===== config.mk =====
export PLATFORM = sky130hd
export DESIGN_NAME = garduino_sensor_pio
export DESIGN_NICKNAME = d
export VERILOG_FILES = /design/src/rtl/garduino_sensor_pkg.sv /design/src/rtl/garduino_sensor_chan.sv /design/src/rtl/garduino_sensor_pio.sv
export SDC_FILE = /design/constraint.sdc
export NUM_CORES = 1
export LEC_CHECK = 0
export ABC_CLOCK_PERIOD_IN_PS = 3510
export CORE_MARGIN = 3
export CORE_UTILIZATION = 40
export CTS_CLUSTER_DIAMETER = 50
export CTS_CLUSTER_SIZE = 10
export DETAILED_ROUTE_END_ITERATION = 10
export SETUP_SLACK_MARGIN = 0.3
export SLEW_MARGIN = 10
export SYNTH_ARGS = -nofsm -noshare
export SYNTH_HDL_FRONTEND = slang
export SYNTH_SLANG_ARGS = --single-unit

===== constraint.sdc =====
create_clock -name clk -period 3.51 [get_ports clk]
set_input_delay 0.702 -clock clk [delete_from_list [all_inputs] [get_ports clk]]
set_output_delay 0.702 -clock clk [all_outputs]
set_load 0.005 [all_outputs]

===== src/rtl/garduino_sensor_pkg.sv =====
// rtl/garduino_sensor_pkg.sv - register map constants for the greenhouse sensor port
package garduino_sensor_pkg;

    localparam logic [3:0] ADDR_FLAGS   = 4'd0;
    localparam logic [3:0] ADDR_MASK    = 4'd1;
    localparam logic [3:0] ADDR_THRESH  = 4'd2;
    localparam logic [3:0] ADDR_CTRL    = 4'd3;
    localparam logic [3:0] ADDR_CH_BASE = 4'd4;

    localparam int CTRL_FREEZE_BIT = 0;

endpackage


===== src/rtl/garduino_sensor_chan.sv =====
// rtl/garduino_sensor_chan.sv - one sensor channel: optional block average, snapshot, threshold change detect
// Averaging is built only when GARDUINO_SENSOR_AVG_EN is defined.
module garduino_sensor_chan
    import garduino_sensor_pkg::*;
#(
    parameter int CH_W     = 8,
    parameter int AVG_LOG2 = 3
) (
    input  logic            clk,
    input  logic            reset,
    input  logic            tick_i,
    input  logic            last_i,
    input  logic [CH_W-1:0] sample_i,
    input  logic [CH_W-1:0] thresh_i,
    input  logic            freeze_i,
    output logic [CH_W-1:0] s_o,
    output logic            set_o
);

    logic [CH_W-1:0] f_new;
    logic            upd;
    logic [CH_W-1:0] ref_q, ref_d;
    logic [CH_W-1:0] s_q, s_d;
    logic            set_q, set_d;
    logic [CH_W:0]   a_ext, b_ext, diff;
    logic            hit;

`ifdef GARDUINO_SENSOR_AVG_EN
    localparam int ACC_W = CH_W + AVG_LOG2;

    logic [ACC_W-1:0] acc_q, acc_d, acc_sum;

    // The sum including the current sample is never wider than ACC_W bits.
    assign acc_sum = acc_q + ACC_W'(sample_i);
    assign f_new   = acc_sum[ACC_W-1:AVG_LOG2];
    assign upd     = tick_i & last_i;

    always_comb begin
        acc_d = acc_q;
        if (tick_i) begin
            acc_d = last_i ? '0 : acc_sum;
        end
    end

    always_ff @(posedge clk) begin
        if (reset) begin
            acc_q <= '0;
        end else begin
            acc_q <= acc_d;
        end
    end
`else
    localparam int unused_avg_log2 = AVG_LOG2;

    assign f_new = sample_i;
    assign upd   = tick_i & last_i;
`endif

    // One extra bit keeps the absolute difference free of wrap-around.
    assign a_ext = {1'b0, f_new};
    assign b_ext = {1'b0, ref_q};
    assign diff  = (a_ext >= b_ext) ? (a_ext - b_ext) : (b_ext - a_ext);
    assign hit   = (thresh_i != '0) && (diff >= {1'b0, thresh_i});

    always_comb begin
        ref_d = ref_q;
        s_d   = s_q;
        set_d = 1'b0;
        if (upd) begin
            if (!freeze_i) begin
                s_d = f_new;
            end
            if (hit) begin
                ref_d = f_new;
                set_d = 1'b1;
            end
        end
    end

    always_ff @(posedge clk) begin
        if (reset) begin
            ref_q <= '0;
            s_q   <= '0;
            set_q <= 1'b0;
        end else begin
            ref_q <= ref_d;
            s_q   <= s_d;
            set_q <= set_d;
        end
    end

    assign s_o   = s_q;
    assign set_o = set_q;

endmodule


===== src/rtl/garduino_sensor_pio.sv =====
// rtl/garduino_sensor_pio.sv - Avalon-MM sensor input port with sampling, change flags and irq
// Optional per-channel block averaging is enabled by defining GARDUINO_SENSOR_AVG_EN.
module garduino_sensor_pio
    import garduino_sensor_pkg::*;
#(
    parameter int NUM_CH     = 3,
    parameter int CH_W       = 8,
    parameter int SAMPLE_DIV = 1000,
    parameter int AVG_LOG2   = 3
) (
    input  logic                   clk,
    input  logic                   reset,
    input  logic [3:0]             address,
    input  logic                   chipselect,
    input  logic                   write,
    input  logic [31:0]            writedata,
    output logic [31:0]            readdata,
    input  logic [NUM_CH*CH_W-1:0] in_port,
    output logic                   irq
);

    localparam int CNT_W = (SAMPLE_DIV > 1) ? $clog2(SAMPLE_DIV) : 1;

    logic [NUM_CH*CH_W-1:0] sync1_q, sync2_q;
    logic [CNT_W-1:0]       cnt_q;
    logic                   tick;
    logic                   blk_last;
    logic [NUM_CH-1:0]      flags_q, flags_d;
    logic [NUM_CH-1:0]      mask_q, mask_d;
    logic [CH_W-1:0]        thresh_q, thresh_d;
    logic                   freeze_q, freeze_d;
    logic [31:0]            readdata_q, readdata_d;
    logic                   irq_q;
    logic [NUM_CH-1:0]      set_vec;
    logic [NUM_CH*CH_W-1:0] s_bus;
    logic                   wr;
    logic                   unused_wd;

    assign wr        = chipselect & write;
    assign tick      = (cnt_q == CNT_W'(SAMPLE_DIV - 1));
    assign unused_wd = ^writedata;

`ifdef GARDUINO_SENSOR_AVG_EN
    localparam int BLK_W = (AVG_LOG2 > 0) ? AVG_LOG2 : 1;

    logic [BLK_W-1:0] blk_q;

    assign blk_last = (blk_q == BLK_W'((1 << AVG_LOG2) - 1));

    always_ff @(posedge clk) begin
        if (reset) begin
            blk_q <= '0;
        end else if (tick) begin
            blk_q <= blk_last ? '0 : blk_q + 1'b1;
        end
    end
`else
    assign blk_last = 1'b1;
`endif

    for (genvar g = 0; g < NUM_CH; g++) begin : g_chan
        garduino_sensor_chan #(
            .CH_W     (CH_W),
            .AVG_LOG2 (AVG_LOG2)
        ) u_chan (
            .clk      (clk),
            .reset    (reset),
            .tick_i   (tick),
            .last_i   (blk_last),
            .sample_i (sync2_q[g*CH_W +: CH_W]),
            .thresh_i (thresh_q),
            .freeze_i (freeze_q),
            .s_o      (s_bus[g*CH_W +: CH_W]),
            .set_o    (set_vec[g])
        );
    end

    // A flag set arriving with a W1C of the same bit wins over the clear.
    always_comb begin
        flags_d  = flags_q;
        mask_d   = mask_q;
        thresh_d = thresh_q;
        freeze_d = freeze_q;
        if (wr) begin
            case (address)
                ADDR_FLAGS:  flags_d  = flags_q & ~writedata[NUM_CH-1:0];
                ADDR_MASK:   mask_d   = writedata[NUM_CH-1:0];
                ADDR_THRESH: thresh_d = writedata[CH_W-1:0];
                ADDR_CTRL:   freeze_d = writedata[CTRL_FREEZE_BIT];
                default:     ;
            endcase
        end
        flags_d = flags_d | set_vec;
    end

    always_comb begin
        readdata_d = '0;
        case (address)
            ADDR_FLAGS:  readdata_d[NUM_CH-1:0]      = flags_q;
            ADDR_MASK:   readdata_d[NUM_CH-1:0]      = mask_q;
            ADDR_THRESH: readdata_d[CH_W-1:0]        = thresh_q;
            ADDR_CTRL:   readdata_d[CTRL_FREEZE_BIT] = freeze_q;
            default: begin
                for (int i = 0; i < NUM_CH; i++) begin
                    if (address == ADDR_CH_BASE + 4'(i)) begin
                        readdata_d[CH_W-1:0] = s_bus[i*CH_W +: CH_W];
                    end
                end
            end
        endcase
    end

    always_ff @(posedge clk) begin
        if (reset) begin
            sync1_q    <= '0;
            sync2_q    <= '0;
            cnt_q      <= '0;
            flags_q    <= '0;
            mask_q     <= '0;
            thresh_q   <= '0;
            freeze_q   <= 1'b0;
            readdata_q <= '0;
            irq_q      <= 1'b0;
        end else begin
            sync1_q    <= in_port;
            sync2_q    <= sync1_q;
            cnt_q      <= tick ? '0 : cnt_q + 1'b1;
            flags_q    <= flags_d;
            mask_q     <= mask_d;
            thresh_q   <= thresh_d;
            freeze_q   <= freeze_d;
            readdata_q <= readdata_d;
            irq_q      <= |(flags_q & mask_q);
        end
    end

    assign readdata = readdata_q;
    assign irq      = irq_q;

endmodule

**Run 1: a small window of the routed layout**

Window x 98 to 123, y 24 to 49 µm. Cells in grey, sequential cells in the stronger grey; small squares are vias.
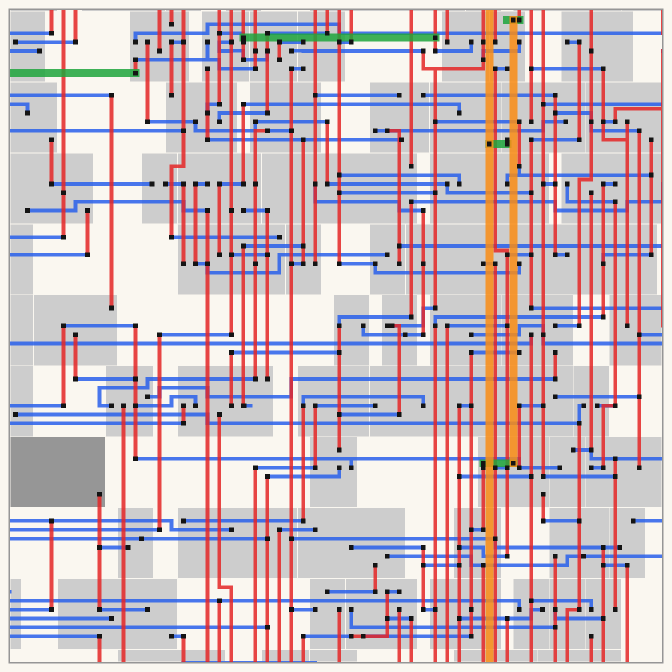
colour	layer
blue	met1
orange	met4
green	met3
red	met2
cells with their middle in the window	50
most frequent	inv_1 (6), buf_4 (6), nor2_1 (5)
sequential cells in the window	0

**Run 1: routed metal, one colour a layer**

Only two layers are drawn.
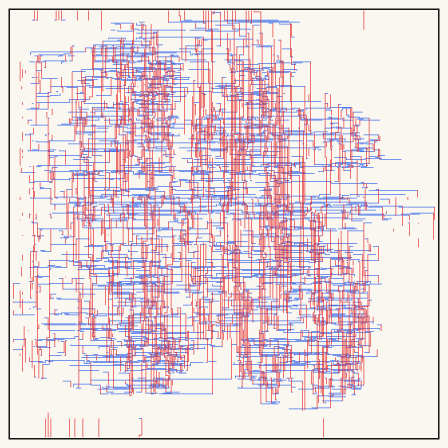
colour	layer	wire length
red	met2	9540 µm
blue	met1	9400 µm

**Run 1: routing congestion**

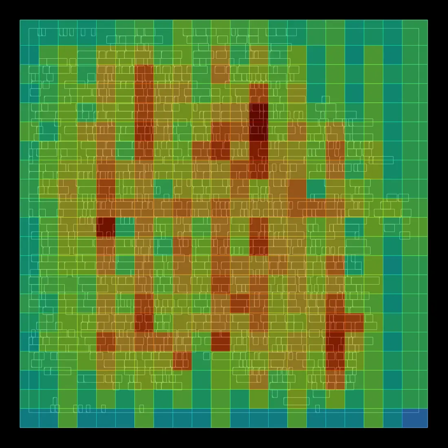
GRT Resource Usage Total: 0.1804
GRT met2 Usage: 0.2986
met1 Track Usage GR: 0.2459
Finished Core Util: 0.5358
wire per inst: 15.26 µm

==> flow_summary.yaml, run 1 <==
# yosys + openroad results
outcome:
  outcome: "finished clean"
hold_path:
  hold_end: "sync2_q[17]"
  hold_path_depth: 1
clock_network:
  cts_hold_buf: 0
  cts_made_buffers: 17
  cts_tree: "built"
logic_synthesis:
  yosysTopAreaCell: "dfxtp_1"
  ys_sh_adder: 0.1296
  synth_top_area_share: 0.3340
  synthCells: 937
  avgSynthCellArea_um2: 8.507
  synth_top_cell_by_count: "dfxtp_1"
  simple_gate_share: 0.2095
cells_and_area:
  logic_gates: 686
  logic_area_mm2: 0.005388
  nFlopsAndLatches: 133
  buf_share: 0.1070
  clkCellAreaFrac: 0.06123
  seq_area_mm2: 0.002704
  lay_top_cells: "dfxtp_1, nand2_1, buf_4"
  signal_buffers: 126
  design_area_mm2: 0.01046
final_timing:
  finalSetupViolCount: 0
  tns_ns: 0
  grt_setup_unrepaired: "yes"
grt:
  use_met3: 0.03208
detailed_routing:
  drc: 0
  drtIter0Drc: 421
  routed_wl_mm: 20.04
  wl_met2_mm: 9.543
floorplanning:
  rows: 51
  fp_util: 0.4082
  coreArea_mm2: 0.01953
pwr:
  swShare: 0.2572
  power.share.clock: 0.448
  combinationalPowerShare: 0.193
worst_setup_path:
  slowest_stage: "dfxtp_4"
  worstSetupPathDepth: 12
## Run 2: what changed since run 1
- ABC_CLOCK_PERIOD_IN_PS: 3510 -> 4100
- clock period: 3.51 -> 4.1 ns (I/O delays scaled with it)
**Run 2: routed metal, one colour a layer**

Only two layers are drawn.
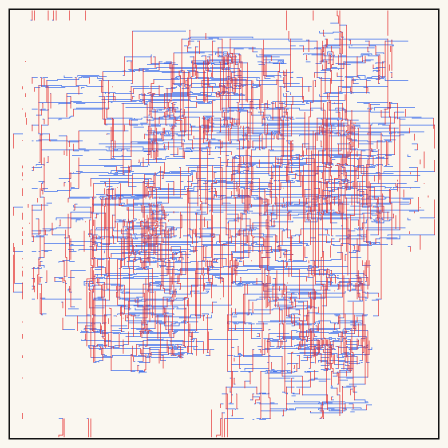
colour	layer	wire length
red	met2	7950 µm
blue	met1	9000 µm

==> run 2 against run 1 <==
Non-clock buffer count is 69 lower. Maximum frequency is 10% lower. Area after synthesis stayed put.
==> flow_summary.yaml, run 2 <==
# yosys + openroad results
outcome:
  outcome: "finished clean"
cells_and_area:
  lay_top_cells: "dfxtp_1, nand2_1, inv_1, ha_1, nor2_1"
  design_area_mm2: 0.009220
  seq_area_mm2: 0.002663
  logic_area_mm2: 0.004795
  signal_buffers: 57
  buf_share: 0.06324
  comb_share: 0.5200
  logic_gates: 686
  clock_buffers: 17
  nFlopsAndLatches: 133
  n_antenna_cell: 0
  post-route-util: 0.4722
  inv_count: 73
  clkCellAreaFrac: 0.06229
logic_synthesis:
  ys_sh_mux: 0.06608
  synthCells: 937
  yosysTopAreaCell: "dfxtp_1"
  simple_gate_share: 0.2095
  synth-cells-yosys: 937
  synth_top_cell_by_count: "dfxtp_1"
  synth_top_area_share: 0.3340
  synth_flops: 133
  avgSynthCellArea_um2: 8.507
  ys_sh_adder: 0.1296
grt:
  top_usage_layer: "met2"
  gr-usage-all-layers: 0.1711
  met2_usage: 0.2578
  globalRouteOverflowTotal: 0
  grt_use_met1: 0.2422
  use_met3: 0.03085
floorplanning:
  coreArea_mm2: 0.01953
  die_w_um: 147.2
  fp_util: 0.4082
  rows: 51
final_timing:
  fin_skew_ns: 0.009074
  grt_setup_unrepaired: "no"
  worstMarginPinSlew_ns: 1.048
  tns_ns: 0
  slew_viol_final: 0
  finalSetupViolCount: 0
worst_setup_path:
  cp_max_fo: 8
  path_cells: "ha_1 -> nand2b_1 -> a2111oi_4 -> o31a_1 -> mux2i_2 -> nor3b_1 -> and4b_1 -> ha_1 -> or2_2 -> o221a_4 -> a22oi_1 -> nand3_1"
  crit_family: "AND-OR/OR-AND gates"
  critPathLaunchType: "flop"
  reg2reg_from: "sync2_q[8]"
  rr_endpoint: "g_chan[1].u_chan.ref_q[1]"
  slowest_stage: "dfxtp_1"
  worstSetupPathDepth: 12
pwr:
  powerDensity_mw_per_mm2: 363.9
  power.share.clock: 0.436
  power_leader: "clock"
  ir_drop_v: 0.0002668
  combinationalPowerShare: 0.165
  powerComb_mw: 0.552
  swShare: 0.2809
detailed_routing:
  drc: 0
  routed_wl_mm: 18.32
  drtIter0Drc: 380
  wl_met2_mm: 7.946
  routedWlPerCell_um: 14.70
hold_path:
  hold_path_depth: 1
  hold_end: "sync2_q[4]"
placement:
  hpwl_mm: 13.27
clock_network:
  cts_tree: "built"
  cts_made_buffers: 17
  cts_hold_buf: 0
  clock-sinks: 133
  cts_root_buf: "clkbuf_16"
flow_run:
  tool_warnings: 74
Power is estimated from default activity; no workload was simulated.
